Figure 1. Clock network drawn from the DEF (run 1).
Scale bar: 20 um.
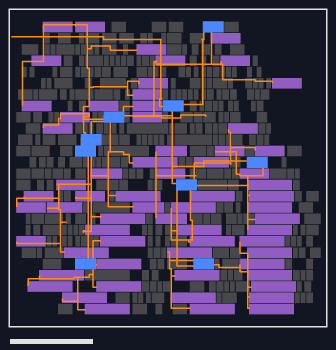
Figure 2. Metal 2 (run 1).
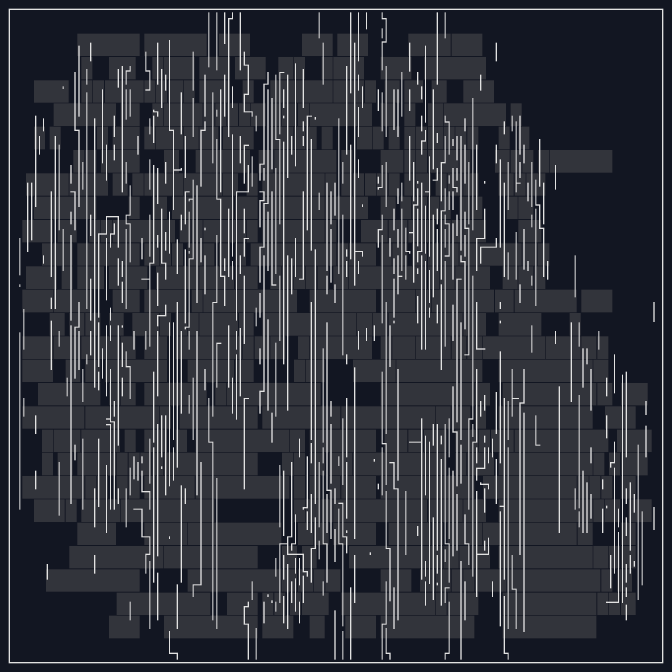
Figure 3. Cell outlines without signal wires (run 1).
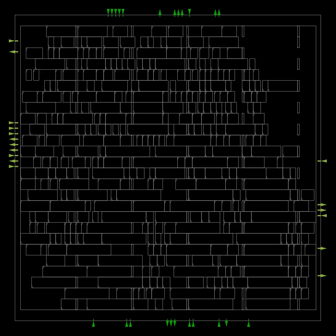
$ cat src/rtl/block_ram_stream_reader.sv
// Walks a RAM address range, reads each word through the RAM's one-cycle
// registered read port, and streams the words out as an AXI-Stream master.
module block_ram_stream_reader #(
  parameter int ADDR_WIDTH = 4,
  parameter int BYTE_WIDTH = 1,
  parameter int RAM_DEPTH  = 16
) (
  input  logic                    clk,
  input  logic                    rst,
  input  logic                    start,
  input  logic [ADDR_WIDTH-1:0]   start_addr,
  input  logic [ADDR_WIDTH:0]     length,
  output logic                    busy,
  output logic                    done,
  output logic                    ram_rd_en,
  output logic [ADDR_WIDTH-1:0]   ram_rd_addr,
  input  logic [BYTE_WIDTH*8-1:0] ram_rd_data,
  output logic [BYTE_WIDTH*8-1:0] m_axis_tdata,
  output logic                    m_axis_tvalid,
  input  logic                    m_axis_tready,
  output logic                    m_axis_tlast,
  output logic [1:0]              o_dbg_state
);

  // Stream handshake: a beat transfers on a rising edge where tvalid and
  // tready are both 1; tdata/tlast hold steady while tvalid=1 and tready=0.

  localparam int DW = BYTE_WIDTH * 8;
  localparam int LW = ADDR_WIDTH + 1;

  typedef enum logic [1:0] {
    S_IDLE  = 2'd0,
    S_READ  = 2'd1,
    S_DRAIN = 2'd2
  } state_t;

  state_t                r_state;
  state_t                w_next;
  logic [ADDR_WIDTH-1:0] r_addr;
  logic [LW-1:0]         r_issue_left;
  logic [LW-1:0]         r_len;
  logic [LW-1:0]         r_out_cnt;
  logic                  r_rd_pending;
  logic                  r_done;
  logic [DW-1:0]         r_mem [4];
  logic [1:0]            r_wr_ptr;
  logic [1:0]            r_rd_ptr;
  logic [2:0]            r_count;

  logic                  w_issue;
  logic                  w_push;
  logic                  w_pop;
  logic                  w_head_last;
  logic [2:0]            w_inflight;
  logic [LW-1:0]         w_out_next;

  // Credit counts words already requested from the RAM but not yet popped.
  assign w_inflight    = r_count + {2'b00, r_rd_pending};
  assign w_issue       = (r_state == S_READ) && (r_issue_left != '0) && (w_inflight < 3'd4);
  assign w_push        = r_rd_pending;
  assign m_axis_tvalid = (r_count != 3'd0);
  assign w_pop         = m_axis_tvalid && m_axis_tready;
  assign w_out_next    = r_out_cnt + LW'(1);
  assign w_head_last   = m_axis_tvalid && (w_out_next == r_len);

  assign m_axis_tdata  = m_axis_tvalid ? r_mem[r_rd_ptr] : '0;
  assign m_axis_tlast  = w_head_last;
  assign ram_rd_en     = w_issue;
  assign ram_rd_addr   = r_addr;
  assign busy          = (r_state != S_IDLE);
  assign done          = r_done;
  assign o_dbg_state   = r_state;

  always_comb begin
    w_next = r_state;
    case (r_state)
      S_IDLE: begin
        if (start) begin
          w_next = (length == '0) ? S_DRAIN : S_READ;
        end
      end
      S_READ: begin
        if (w_issue && (r_issue_left == LW'(1))) begin
          w_next = S_DRAIN;
        end
      end
      S_DRAIN: begin
        if ((r_out_cnt == r_len) || (w_pop && w_head_last)) begin
          w_next = S_IDLE;
        end
      end
      default: w_next = S_IDLE;
    endcase
  end

  always_ff @(posedge clk) begin
    if (rst) begin
      r_state      <= S_IDLE;
      r_addr       <= '0;
      r_issue_left <= '0;
      r_len        <= '0;
      r_out_cnt    <= '0;
      r_rd_pending <= 1'b0;
      r_done       <= 1'b0;
      r_wr_ptr     <= 2'd0;
      r_rd_ptr     <= 2'd0;
      r_count      <= 3'd0;
    end else begin
      r_state      <= w_next;
      r_done       <= (r_state == S_DRAIN) && (w_next == S_IDLE);
      r_rd_pending <= w_issue;
      if ((r_state == S_IDLE) && start) begin
        r_addr       <= start_addr;
        r_issue_left <= length;
        r_len        <= length;
        r_out_cnt    <= '0;
      end
      // Wrap exactly at RAM_DEPTH so non-power-of-two depths work.
      if (w_issue) begin
        r_issue_left <= r_issue_left - LW'(1);
        r_addr       <= (r_addr == ADDR_WIDTH'(RAM_DEPTH - 1)) ? '0 : r_addr + ADDR_WIDTH'(1);
      end
      if (w_push) begin
        r_wr_ptr <= r_wr_ptr + 2'd1;
      end
      if (w_pop) begin
        r_rd_ptr  <= r_rd_ptr + 2'd1;
        r_out_cnt <= w_out_next;
      end
      r_count <= r_count + {2'b00, w_push} - {2'b00, w_pop};
    end
  end

  // Read data is only valid the cycle after a strobe; capture it only then.
  always_ff @(posedge clk) begin
    if (!rst && w_push) begin
      r_mem[r_wr_ptr] <= ram_rd_data;
    end
  end

  always_ff @(posedge clk) begin
    if (!rst) begin
      assert (!(w_push && !w_pop && (r_count == 3'd4)))
        else $error("output buffer overflow");
    end
  end

endmodule

$ cat config.mk
export PLATFORM = sky130hd
export DESIGN_NAME = block_ram_stream_reader
export DESIGN_NICKNAME = d
export VERILOG_FILES = /design/src/rtl/block_ram_stream_reader.sv
export SDC_FILE = /design/constraint.sdc
export NUM_CORES = 1
export LEC_CHECK = 0
export ABC_AREA = 1
export CAP_MARGIN = 20
export CORE_UTILIZATION = 55
export DETAILED_ROUTE_END_ITERATION = 7
export GPL_TIMING_DRIVEN = 0
export PLACE_DENSITY = 0.8
export SLEW_MARGIN = 25
export SYNTH_ARGS = -nofsm -noshare
export SYNTH_HDL_FRONTEND = slang
export SYNTH_SLANG_ARGS = --single-unit
export TNS_END_PERCENT = 10
$ cat constraint.sdc
create_clock -name clk -period 1.99 [get_ports clk]
set_clock_uncertainty 0.1 [all_clocks]
set_input_delay 0.2985 -clock clk [delete_from_list [all_inputs] [get_ports clk]]
set_output_delay 0.2985 -clock clk [all_outputs]
set_load 0.005 [all_outputs]
==> results_dict.tcl, run 1 <==
# implementation run metrics
set metrics [dict create \
    status "finished, final reports clean" \
    edf_count 32 \
    final_cycle_utilization_of_the_critical_path_pct 99.9 \
    ys_seq_elements 64 \
    synth_top_cell_by_area "sky130_fd_sc_hd__edfxtp_1" \
    placedInstanceArea_um2 3490 \
    synthFlopType "sky130_fd_sc_hd__edfxtp_1" \
    synth_seq_share_pct 53.0 \
    boundaryPins 40 \
    fin_setup_tns_ps 0 \
    post_synth_inst_count 339 \
    detailed_place_hpwl_mm 4.31 \
    rsz0062_at_grt "yes" \
    floorplan.initialDensity_pct 58.1 \
    power.ir.vdd_worst_mv 0.796 \
    crit_path_top_delay_cell "sky130_fd_sc_hd__dfxtp_4" \
    dieWidth_um 76.2 \
    cp-start-kind "flip-flop" \
    post-route-cell-area_um2 3920 \
    final_nets 438 \
    antenna_left 0 \
    cts_max_path_buffers 2 \
    tightestPinTransition_ps 806 \
    hold_path_class "input pin to flip-flop" \
    synthesis.area_um2 3020 \
    ys_warn_count 0 \
    port-buffer-count 38 \
    ys_chip_area_um2 3020 \
    finalCriticalPeriod_ps 1990 \
    max_cap_violations 0 \
    groute.usage.overall_pct 24.8 \
    synth.net_count 373 \
    path_max_fanout 2 \
    hold_slack_ps 215 \
    grt_overflow 0 \
    end_kind "primary output" \
    wl_per_cell_um 14.3 \
    clock-sinks 64 \
    worst-setup-path-type "flip-flop to primary output" \
    p_leak_nw 1.58 \
    cts_hold_buffers 0 \
    area_growth_pct 29.6 \
    drt-vias-per-instance 5.20 \
    placed_cells 447 \
    yosys.cell_count.top_type "sky130_fd_sc_hd__nor2_1" \
    n_antenna_cell 0 \
    log.warning_count 33 \
    netlist_top_cells_count "55 x sky130_fd_sc_hd__nor2_1, 53 x sky130_fd_sc_hd__nand2_1, 32 x sky130_fd_sc_hd__dfxtp_1, 32 x sky130_fd_sc_hd__edfxtp_1, 31 x sky130_fd_sc_hd__inv_1" \
    yosys-top-cells-area "sky130_fd_sc_hd__edfxtp_1 32%, sky130_fd_sc_hd__dfxtp_1 21%, sky130_fd_sc_hd__nor2_1 6.8%" \
    timing_hold_violations_final 0 \
    cp-endpoint "ram_rd_en" \
    async_flop_share_pct 0 \
    die_height_um 76.2 \
    clk_root_buffer_cell "sky130_fd_sc_hd__clkbuf_8" \
    required_ps 1590 \
    reg2reg_setup_slack_ps 130 \
    tritoncts.num_buffers 9 \
    route.detailed.drc 0 \
    detail_route.iter0.violations 251 \
    antenna_violations_before_repair 0 \
    finalWeightedCongestion 0.859 \
    final_layout_size_suffix_gt1_share_pct 20.5 \
    grt_max_degree 13 \
    slowest_delay_ps 350 \
    cp-startpoint "r_rd_pending" \
    cts_tree "yes" \
    clkSlewWorstSetupHoldPaths_ps 80 \
    ys_cells 339 \
    report.final.setup_viol 0 \
    timing.rr.start "r_count[1]" \
    synthDominantCellAreaShare_pct 31.8 \
    clk_latency_ps 340 \
    timing.critical_path.cells "ha_2 > ha_4 > xnor2_4 > nand3_4 > clkinv_4 > clkdlybuf4s15_2" \
    cts-htree-levels 3 \
    crit-reg2reg-capture "r_count[2]" \
    fp.dieArea_um2 5800 \
    power_per_cell_area_nw_per_um2 1120 \
    synth_area_per_cell_um2 8.92 \
    grt_first_pass_wirelength_mm 11.0 \
    detailed_routing_iterations_pass_1 4 \
    critPathArrivalTime_ps 1590 \
    relative_slew_margins_pct 46.1 \
    synth.distinct_cells 32 \
    finalMaxSlewViolations 0 \
    placeableCoreArea_um2 5200 \
    first_global_vias 2317 \
    timing.fmax_mhz 503 \
    worst-r2r-cell-count 11 \
]
Back to the opening pictures, Figure 1:
[purple] flip-flops | count: 64
[orange] clock wires | length: 787 um
[blue] clock drivers | count: 9
flops lie: spread over the die

Back to the opening pictures, Figure 2:
share of all routed wire: 49%
wire length on this layer: 3340 um
routed vias: 2489
global-route track usage on met2: 39.5%
Total Wirelength: 6.83 mm

Back to the opening pictures, Figure 3:
share of the core filled with cells in the final layout: 75.3%
tapcell count: 70
number of placement rows: 26
flip-flop and latch share of the layout cell area: 41.2%
final cell count without fillers: 479

run 1: flip-flops by register name, indices dropped and copies added (netlist names), named ones only:
signal	cells
r_rd_ptr	2
r_len	5
r_out_cnt	5
r_issue_left	5
ram_rd_addr	4
r_mem	32
r_wr_ptr	2
r_rd_pending	1
r_count	3
o_dbg_state	2
done	1
run 1: area by class of cell:
type	instances	area [um2]
sequential	64	1610
tap	70	87.6
timing repair buffer	54	492
buffer	9	76.3
multi-input combinational	225	1270
clock inverter	6	85.1
fill	345	1280
inverter	41	169
clock buffer	10	128
run 1: what timing repair did:
action                                  CTS  global route
buffers inserted                          8             7
resized                                  43            19
pin swaps                                 5             8
cloned                                    1             0
endpoints found under the setup margin   10            10
run 1: routing by layer:
metal  up-vias  wire length [um]  GRT usage [%]
met3        12               410           5.63
met1      1152              2990           33.4
li1       1248                 -              -
met2        77              3340           39.5
met5         -                 0              0
met4         0                98           8.65
run 1: stage by stage:
step	power (mW)	setup slack, ps
3_5_place_dp	2.86	-265
3_3_place_gp	2.83	-248
2_1_floorplan	2.32	393
5_1_grt	4.60	-90.0
6_report	4.38	2.36
4_1_cts	4.12	-78.4
run 1: worst min path at each step:
stage,start,endpoint,slack (ps),depth (start not counted)
after floorplan,ram_rd_data[0],r_mem[0][0],300,0
after global placement,r_rd_ptr[1],r_rd_ptr[1],340,2
after detailed placement,r_rd_ptr[1],r_rd_ptr[1],360,2
after CTS,rst,o_dbg_state[0],220,2
after global routing,rst,o_dbg_state[0],250,2
final,rst,o_dbg_state[0],210,2
run 1: cell families (layout without fill, tap and decap cells):
logic type	Yosys count	count (layout)	synth area share [%]
fa+ha+maj	13	13	5.38
compound gates	66	66	12.4
xor+xnor	9	9	2.85
simple gates	137	137	19.6
flops	64	64	53.0
buf+inv	50	120	6.83
run 1: power breakdown:
part	switching [mW]	internal [mW]
Combinational	0.817	0.761
Sequential	0.0992	1.49
Clock	0.514	0.701
run 1: cell usage in the layout, fill, tap and decap left out, types with 8 or more instances in the layout:
cell and instances:
sky130_fd_sc_hd__clkbuf_8 10, sky130_fd_sc_hd__ha_1 10, sky130_fd_sc_hd__o21ai_1 8, sky130_fd_sc_hd__a21oi_1 25, sky130_fd_sc_hd__inv_1 29, sky130_fd_sc_hd__edfxtp_1 32, sky130_fd_sc_hd__nand3_1 15, sky130_fd_sc_hd__buf_4 12
sky130_fd_sc_hd__nand2_1 53, sky130_fd_sc_hd__dfxtp_1 26, sky130_fd_sc_hd__nor2_1 53, sky130_fd_sc_hd__o21ai_0 21, sky130_fd_sc_hd__clkdlybuf4s50_1 28
run 1: worst max-delay path, delay by kind of cell, from the launching register on:
family | cells | cell delay (ps)
adders and majority gates | 2 | 360
DFF | 1 | 350
buffers and inverters | 2 | 250
xor gates and xnor gates | 1 | 170
and+or+nand+nor | 1 | 110
==> run 2, diff against run 1 <==
--- a/config.mk
+++ b/config.mk
@@ -7,10 +7,11 @@
 export LEC_CHECK = 0
 export ABC_AREA = 1
 export CAP_MARGIN = 20
-export CORE_UTILIZATION = 55
+export CORE_UTILIZATION = 63
 export DETAILED_ROUTE_END_ITERATION = 7
+export DONT_BUFFER_PORTS = 1
 export GPL_TIMING_DRIVEN = 0
-export PLACE_DENSITY = 0.8
+export PLACE_DENSITY = 0.79
 export SLEW_MARGIN = 25
 export SYNTH_ARGS = -nofsm -noshare
 export SYNTH_HDL_FRONTEND = slang
Figure 4. Cell classes on the final placement (run 2).
Scale bar: 20 um.
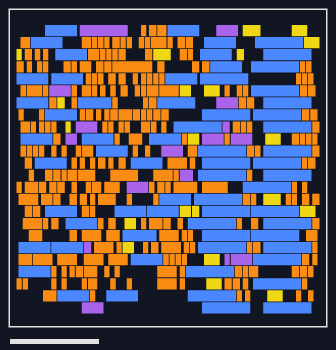
[purple] clock drivers and dummy loads | cells: 16 | share of their area: 5.8%
[blue] sequential cells | cells: 64 | share of their area: 47%
[orange] combinational and other logic | cells: 267 | share of their area: 42%
[yellow] remaining buffers and delay cells | cells: 21 | share of their area: 5.1%

==> run 2 against run 1 <==
The flow now finishes with violations (design-rule violations); sequential cell count did not move; largest power group unchanged; worst hold slack worse by 180 ps; largest cell class unchanged; via count decreased by 7.7%; clock power down about 10%; global-route usage grew 0.35 points; combinational power is 33% lower; die area decreased by 12%; setup slack better by 61 ps; first-iteration DRC count shrank 47%; sequential share of layout area is 5.4 points higher; cell area down 12%.
==> results_dict.tcl, run 2 <==
# implementation run metrics
set metrics [dict create \
    status "finished with violations" \
    violations "design-rule violations" \
    drt-vias-per-instance 5.47 \
    placedInstanceArea_um2 3090 \
    cts_tree "yes" \
    critical_path_depth 5 \
    final_nets 397 \
    max_cap_violations 0 \
    dieWidth_um 71.3 \
    synth_area_per_cell_um2 8.92 \
    hold_path_class "input pin to flip-flop" \
    cts_max_path_buffers 2 \
    layout_top_cells "54 x sky130_fd_sc_hd__nor2_1, 53 x sky130_fd_sc_hd__nand2_1, 32 x sky130_fd_sc_hd__edfxtp_1" \
    rsz0062_at_grt "yes" \
    synthDominantCellAreaShare_pct 31.8 \
    wl_per_cell_um 14.3 \
    crit_path_top_delay_cell "sky130_fd_sc_hd__dfxtp_2" \
    grt_first_pass_wirelength_mm 9.49 \
    final_cycle_utilization_of_the_critical_path_pct 96.8 \
    die_height_um 71.3 \
    clk_root_buffer_cell "sky130_fd_sc_hd__clkbuf_8" \
    register_name_with_the_most_flops "r_mem" \
    required_ps 1590 \
    worst-setup-path-type "flip-flop to primary output" \
    reg2reg_setup_slack_ps 170 \
    tightestPinTransition_ps 754 \
    p_leak_nw 1.38 \
    timing.critical_path.buf_inv 1 \
    detailed_place_hpwl_mm 3.96 \
    report.final.setup_viol 0 \
    final_layout_size_suffix_gt1_share_pct 16.6 \
    first_global_vias 2235 \
    grt_overflow 0 \
    netlist_top_cells_count "55 x sky130_fd_sc_hd__nor2_1, 53 x sky130_fd_sc_hd__nand2_1, 32 x sky130_fd_sc_hd__dfxtp_1, 32 x sky130_fd_sc_hd__edfxtp_1, 31 x sky130_fd_sc_hd__inv_1" \
    detailed_routing_iterations_pass_1 7 \
    clk_latency_ps 340 \
    timing.rr.start "r_rd_pending" \
    tritoncts.num_buffers 9 \
    fillCellCount 330 \
    detail_route.iter0.violations 132 \
    post_synth_inst_count 339 \
    synthesis.area_um2 3020 \
    yosys.cell_count.top_type "sky130_fd_sc_hd__nor2_1" \
    boundaryPins 40 \
    finalCriticalPeriod_ps 1930 \
    cp-start-kind "flip-flop" \
    post-route-cell-area_um2 3450 \
    ys_chip_area_um2 3020 \
    layout.cells.most_common "sky130_fd_sc_hd__nor2_1" \
    log.warning_count 33 \
    number_of_flip_flops_under_the_largest_register_name 32 \
    number_of_placement_rows 24 \
    placeableCoreArea_um2 4470 \
    finalMaxSlewViolations 0 \
    route.detailed.drc 3 \
    ys_warn_count 0 \
    antenna_left 0 \
    critical_path.top_delay_family "adder cells" \
    async_flop_share_pct 0 \
    ys_cells 339 \
    path_max_fanout 5 \
    grt_max_degree 17 \
    critPathArrivalTime_ps 1530 \
    yosys-top-cells-area "sky130_fd_sc_hd__edfxtp_1 32%, sky130_fd_sc_hd__dfxtp_1 21%, sky130_fd_sc_hd__nor2_1 6.8%" \
    n_antenna_cell 0 \
    area_growth_pct 14.2 \
    fp.dieArea_um2 5080 \
    clkSlewWorstSetupHoldPaths_ps 70 \
    cp-startpoint "r_rd_pending" \
    timing.fmax_mhz 519 \
    timing_hold_violations_final 0 \
    antenna_violations_before_repair 0 \
    synthFlopType "sky130_fd_sc_hd__edfxtp_1" \
    cts-htree-levels 3 \
    placed_cells 391 \
    synth_seq_share_pct 53.0 \
    worst-r2r-cell-count 9 \
    synth_top_cell_by_area "sky130_fd_sc_hd__edfxtp_1" \
    ys_seq_elements 64 \
    hold-path-cell-count 2 \
    floorplan.initialDensity_pct 67.6 \
    relative_slew_margins_pct 49.5 \
]
Figure 5. Metal 2 (run 2).
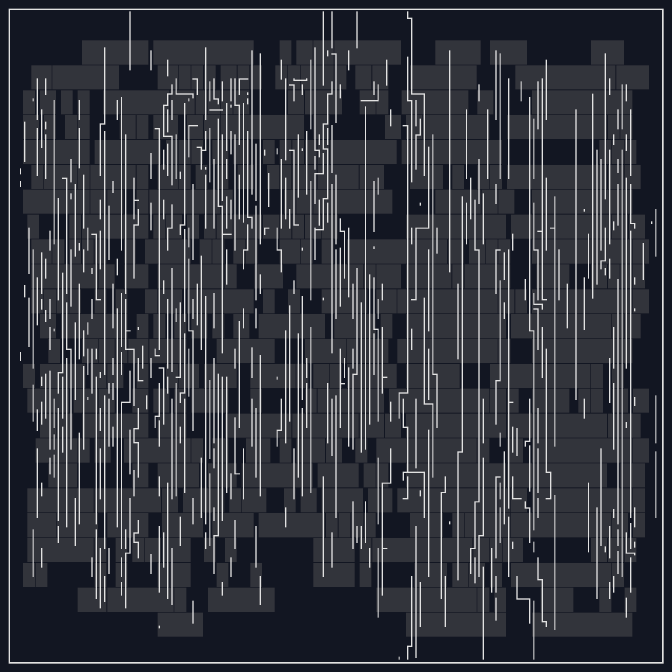
share of all routed wire: 52%
nets with wire on the layer: 314
longest straight run: 46.6 um
main direction: vertical
wire length on this layer: 3100 um
Total Wirelength: 6.00 mm
routed vias: 2298
global-route track usage on met2: 46.5%

-- run 2: area by class of cell --
cell class / instances / area (um2) / area share, %
Sequential cell: 64 / 1610 / 46.5
Multi-Input combinational cell: 225 / 1240 / 35.9
Inverter: 41 / 165 / 4.78
Clock buffer: 11 / 141 / 4.09
Timing Repair Buffer: 13 / 118 / 3.40
Tap cell: 52 / 65.1 / 1.88
Clock inverter: 5 / 56.3 / 1.63
Buffer: 8 / 56.3 / 1.63
Timing Repair inverter: 1 / 6.26 / 0.181
-- run 2: what timing repair did --
action	in CTS	in global routing
gates cloned	0	1
endpoints found under the setup margin	10	10
buffers inserted	2	3
hold endpoints to repair	32	0
resized	2	15
pin swaps	2	4
hold buffers	8	0
-- run 2: layer usage --
layer	up-vias	share of wire (%)	global-route usage, %
met5	-	0	0
li1	1159	-	-
met4	0	1.6	11.3
met1	1050	41	26.9
met2	79	52	46.5
met3	10	6.2	6.47
-- run 2: per-stage QoR --
stage / setup TNS, ps / total power, mW / util (%) / hold slack [ps] / setup slack, ps
floorplan: 0 / 2.32 / - / 297 / 393
global placement: 0 / 2.50 / 69.0 / 297 / 40.8
detailed placement: 0 / 2.53 / 69.0 / 297 / 39.2
CTS: -6.66 / 3.66 / 75.6 / 15.5 / -6.66
global route: -37.7 / 3.93 / 77.2 / 18.0 / -19.4
finish: 0 / 3.73 / 77.2 / 30.6 / 63.1
-- run 2: path summary, 6_finish.rpt --
check | to
setup / recovery | ram_rd_en
hold / removal | ram_rd_addr[1]
setup reg to reg | ram_rd_addr[2]
hold reg to reg | r_issue_left[1]
-- run 2: cell families after synthesis --
kind of cell             Yosys count  synth area share, %
flip-flops                        64                 53.0
adder cells (fa/ha/maj)           13                 5.38
XOR/XNOR                           9                 2.85
AND/OR/NAND/NOR                  137                 19.6
AND-OR/OR-AND                     66                 12.4
buffers and inverters             50                 6.83
-- run 2: report_power, final --
| group | switching (mW) | leakage, nW | total (mW) | internal (mW) |
|---|---|---|---|---|
| clock network | 0.492 | 0.0993 | 1.10 | 0.610 |
| registers | 0.0801 | 0.551 | 1.57 | 1.49 |
| logic | 0.672 | 0.728 | 1.06 | 0.383 |
| total | 1.24 | 1.38 | 3.73 | 2.48 |
==> run 3, diff against run 2 <==
--- a/config.mk
+++ b/config.mk
@@ -10,6 +10,7 @@
 export CORE_UTILIZATION = 63
 export DETAILED_ROUTE_END_ITERATION = 7
 export DONT_BUFFER_PORTS = 1
+export GPL_ROUTABILITY_DRIVEN = 0
 export GPL_TIMING_DRIVEN = 0
 export PLACE_DENSITY = 0.79
 export SLEW_MARGIN = 25
Figure 6. Cell outlines without signal wires (run 3).
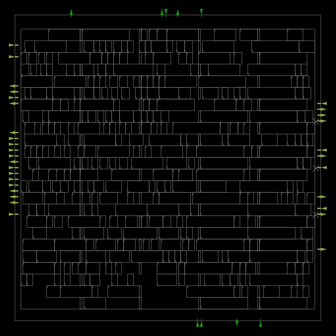
flip-flops: 64
flip-flop and latch share of the layout cell area: 46.5%
placeable core region: 4470 um2
number of placement rows: 24
tapcell count: 52

==> run 3 against run 2 <==
The flow still finishes with violations (design-rule violations); total power stayed put; utilization unchanged; routed wire length did not move; register-to-register slack is essentially flat.
==> results_dict.tcl, run 3 <==
# implementation run metrics
set metrics [dict create \
    status "finished with violations" \
    violations "design-rule violations" \
    floorplan.initialDensity_pct 67.6 \
    detailed_place_hpwl_mm 3.96 \
    power_per_cell_area_nw_per_um2 1080 \
    detailed_routing_iterations_pass_1 7 \
    rsz0062_at_grt "yes" \
    dr_total_vias 2298 \
    fp.dieArea_um2 5080 \
    ys_seq_elements 64 \
    layout.cells.most_common "sky130_fd_sc_hd__nor2_1" \
    cp-startpoint "r_rd_pending" \
    grt_first_pass_wirelength_mm 9.49 \
    relative_slew_margins_pct 49.5 \
    required_ps 1590 \
    synth_seq_share_pct 53.0 \
    end_kind "primary output" \
    synthesis.area_um2 3020 \
    final_nets 397 \
    grt_max_degree 17 \
    ys_warn_count 0 \
    power.switching_mw 1.24 \
    slowest_delay_ps 350 \
    report.final.setup_viol 0 \
    log.warning_count 33 \
    wl_per_cell_um 14.3 \
    worst-r2r-cell-count 9 \
    timing.fmax_mhz 519 \
    design_power_total_mw 3.73 \
    footprint_of_the_multi_input_gates_um2 1240 \
    clk_latency_ps 340 \
    finalMaxSlewViolations 0 \
    antenna_left 0 \
    max_cap_violations 0 \
    cts_tree "yes" \
    crit-reg2reg-capture "ram_rd_addr[2]" \
    area_growth_pct 14.2 \
    boundaryPins 40 \
    switching_share_pct 33.4 \
    hold_path_class "input pin to flip-flop" \
    post_synth_inst_count 339 \
    clock-sinks 64 \
    synth.net_count 373 \
    groute.usage.overall_pct 25.2 \
    cts-htree-levels 3 \
    final_cycle_utilization_of_the_critical_path_pct 96.8 \
    tritoncts.num_buffers 9 \
    power.clock.fraction_pct 29.6 \
    reg2reg_setup_slack_ps 170 \
    synth_top_cell_by_area "sky130_fd_sc_hd__edfxtp_1" \
    crit_path_top_delay_cell "sky130_fd_sc_hd__dfxtp_2" \
    cp-start-kind "flip-flop" \
    number_of_flip_flops_under_the_largest_register_name 32 \
    ys_chip_area_um2 3020 \
    grt_overflow 0 \
    path_max_fanout 5 \
    critical_path.top_delay_family "adder cells" \
    route.detailed.drc 3 \
    cts_max_path_buffers 2 \
    synth.distinct_cells 32 \
    combinationalPowerShare_pct 28.3 \
    ys_cells 339 \
    routed_wirelength_mm 6.00 \
    worst-setup-path-type "flip-flop to primary output" \
    synth_area_per_cell_um2 8.92 \
    yosys-top-cells-area "sky130_fd_sc_hd__edfxtp_1 32%, sky130_fd_sc_hd__dfxtp_1 21%, sky130_fd_sc_hd__nor2_1 6.8%" \
    yosys.cell_count.top_type "sky130_fd_sc_hd__nor2_1" \
    n_antenna_cell 0 \
    ff_latch_area_um2 1610 \
    cp-endpoint "ram_rd_en" \
    timing_hold_violations_final 0 \
    edf_count 32 \
    timing.critical_path.buf_inv 1 \
    async_flop_share_pct 0 \
    clkSlewWorstSetupHoldPaths_ps 70 \
    p_leak_nw 1.38 \
    tightestPinTransition_ps 754 \
    seq_power_share_pct 42.1 \
    synthFlopType "sky130_fd_sc_hd__edfxtp_1" \
    die_height_um 71.3 \
    first_global_vias 2235 \
    layout_top_cells "54 x sky130_fd_sc_hd__nor2_1, 53 x sky130_fd_sc_hd__nand2_1, 32 x sky130_fd_sc_hd__edfxtp_1" \
    power.ir.vdd_worst_mv 0.661 \
    dieWidth_um 71.3 \
    critical_path_depth 5 \
    finalCriticalPeriod_ps 1930 \
    synthDominantCellAreaShare_pct 31.8 \
    cell_int_power_mw 2.48 \
    timing.rr.start "r_rd_pending" \
    clk_root_buffer_cell "sky130_fd_sc_hd__clkbuf_8" \
    timing.critical_path.cells "ha_1 > ha_2 > xnor2_2 > nand3_4 > inv_8" \
    netlist_top_cells_count "55 x sky130_fd_sc_hd__nor2_1, 53 x sky130_fd_sc_hd__nand2_1, 32 x sky130_fd_sc_hd__dfxtp_1, 32 x sky130_fd_sc_hd__edfxtp_1, 31 x sky130_fd_sc_hd__inv_1" \
    antenna_violations_before_repair 0 \
    register_name_with_the_most_flops "r_mem" \
    detail_route.iter0.violations 132 \
    final_layout_size_suffix_gt1_share_pct 16.6 \
    critPathArrivalTime_ps 1530 \
    final_core_util_pct 77.2 \
    drt-vias-per-instance 5.47 \
    port-buffer-count 0 \
    fillCellCount 330 \
]
Figure 7. Gate-type map (run 3).
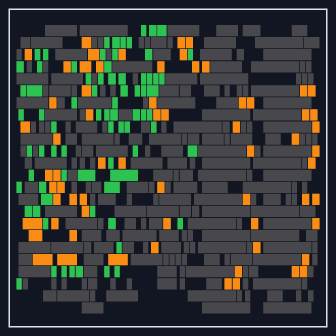
[green] nand cells | cells: 76
[orange] aoi and oai cells | cells: 65 | where: spread over the die

[run 3: cell counts after synthesis]
No cell type changed its count.
[run 3: layout make-up]
class | count | share of cell area, %
clock buffer | 11 | 4.09
tap | 52 | 1.88
multi-input combinational | 225 | 35.9
timing repair inverter | 1 | 0.181
buffer | 8 | 1.63
sequential | 64 | 46.5
timing repair buffer | 13 | 3.40
inverter | 41 | 4.78
clock inverter | 5 | 1.63
[run 3: worst register-to-register path, stage by stage, from the launching register on]
cell and delay [ps]:
sky130_fd_sc_hd__dfxtp_2 350, sky130_fd_sc_hd__ha_1 200, sky130_fd_sc_hd__ha_2 180, sky130_fd_sc_hd__xnor2_2 220, sky130_fd_sc_hd__nand3_4 150, sky130_fd_sc_hd__buf_4 190
sky130_fd_sc_hd__nand2_4 100, sky130_fd_sc_hd__inv_2 70, sky130_fd_sc_hd__nand2_1 80, sky130_fd_sc_hd__a21oi_2 50
[run 3: what timing repair did]
| item | 4_1_cts | 5_1_grt |
|---|---|---|
| endpoints found under the setup margin | 10 | 10 |
| resized | 2 | 15 |
| pin swaps | 2 | 4 |
| hold endpoints to repair | 32 | 0 |
| buffers inserted | 2 | 3 |
| cloned | 0 | 1 |
| hold buffers | 8 | 0 |
[run 3: worst min-delay path by stage]
stage | slack (ps) | depth (start not counted) | end | start
2_1_floorplan | 300 | 0 | r_mem[0][0] | ram_rd_data[0]
3_3_place_gp | 300 | 0 | r_mem[2][6] | ram_rd_data[6]
3_5_place_dp | 300 | 0 | r_mem[2][6] | ram_rd_data[6]
4_1_cts | 20 | 2 | ram_rd_addr[1] | start_addr[1]
5_1_grt | 20 | 2 | ram_rd_addr[1] | start_addr[1]
6_report | 30 | 2 | ram_rd_addr[1] | start_addr[1]
[run 3: metal layers]
metal  GRT usage, %  part of all wire [%]  vias up
met5              0                     0        -
met4           11.3                   1.6        0
met3           6.47                   6.2       10
met2           46.5                    52       79
met1           26.9                    41     1050
li1               -                     -     1159
[run 3: kinds of logic (layout without fill, tap and decap cells)]
logic type	Yosys count	after routing	share of synthesized area (%)
xor gates and xnor gates	9	9	2.85
and+or+nand+nor	137	137	19.6
DFF	64	64	53.0
adders and majority gates	13	13	5.38
buffers and inverters	50	79	6.83
AOI/OAI and AO/OA	66	66	12.4
[run 3: per-stage QoR]
stage / setup TNS, ps / instance area [um2] / hold WS (ps) / setup WS [ps] / cells
floorplan: 0 / 3020 / 297 / 393 / 339
global placement: 0 / 3090 / 297 / 40.8 / 391
detailed placement: 0 / 3090 / 297 / 39.2 / 391
CTS: -6.66 / 3380 / 15.5 / -6.66 / 416
global route: -37.7 / 3450 / 18.0 / -19.4 / 420
finish: 0 / 3450 / 30.6 / 63.1 / 420
[run 3: power groups by stage]
stage               combinational (mW)  clock, mW  sequential [mW]
floorplan                        0.742          0             1.57
global placement                 0.918          0             1.59
detailed placement               0.939          0             1.59
CTS                              0.983       1.11             1.56
global route                      1.17       1.18             1.58
finish                            1.06       1.10             1.57
Power figures rest on the tool's default switching activity, not on a simulated workload.
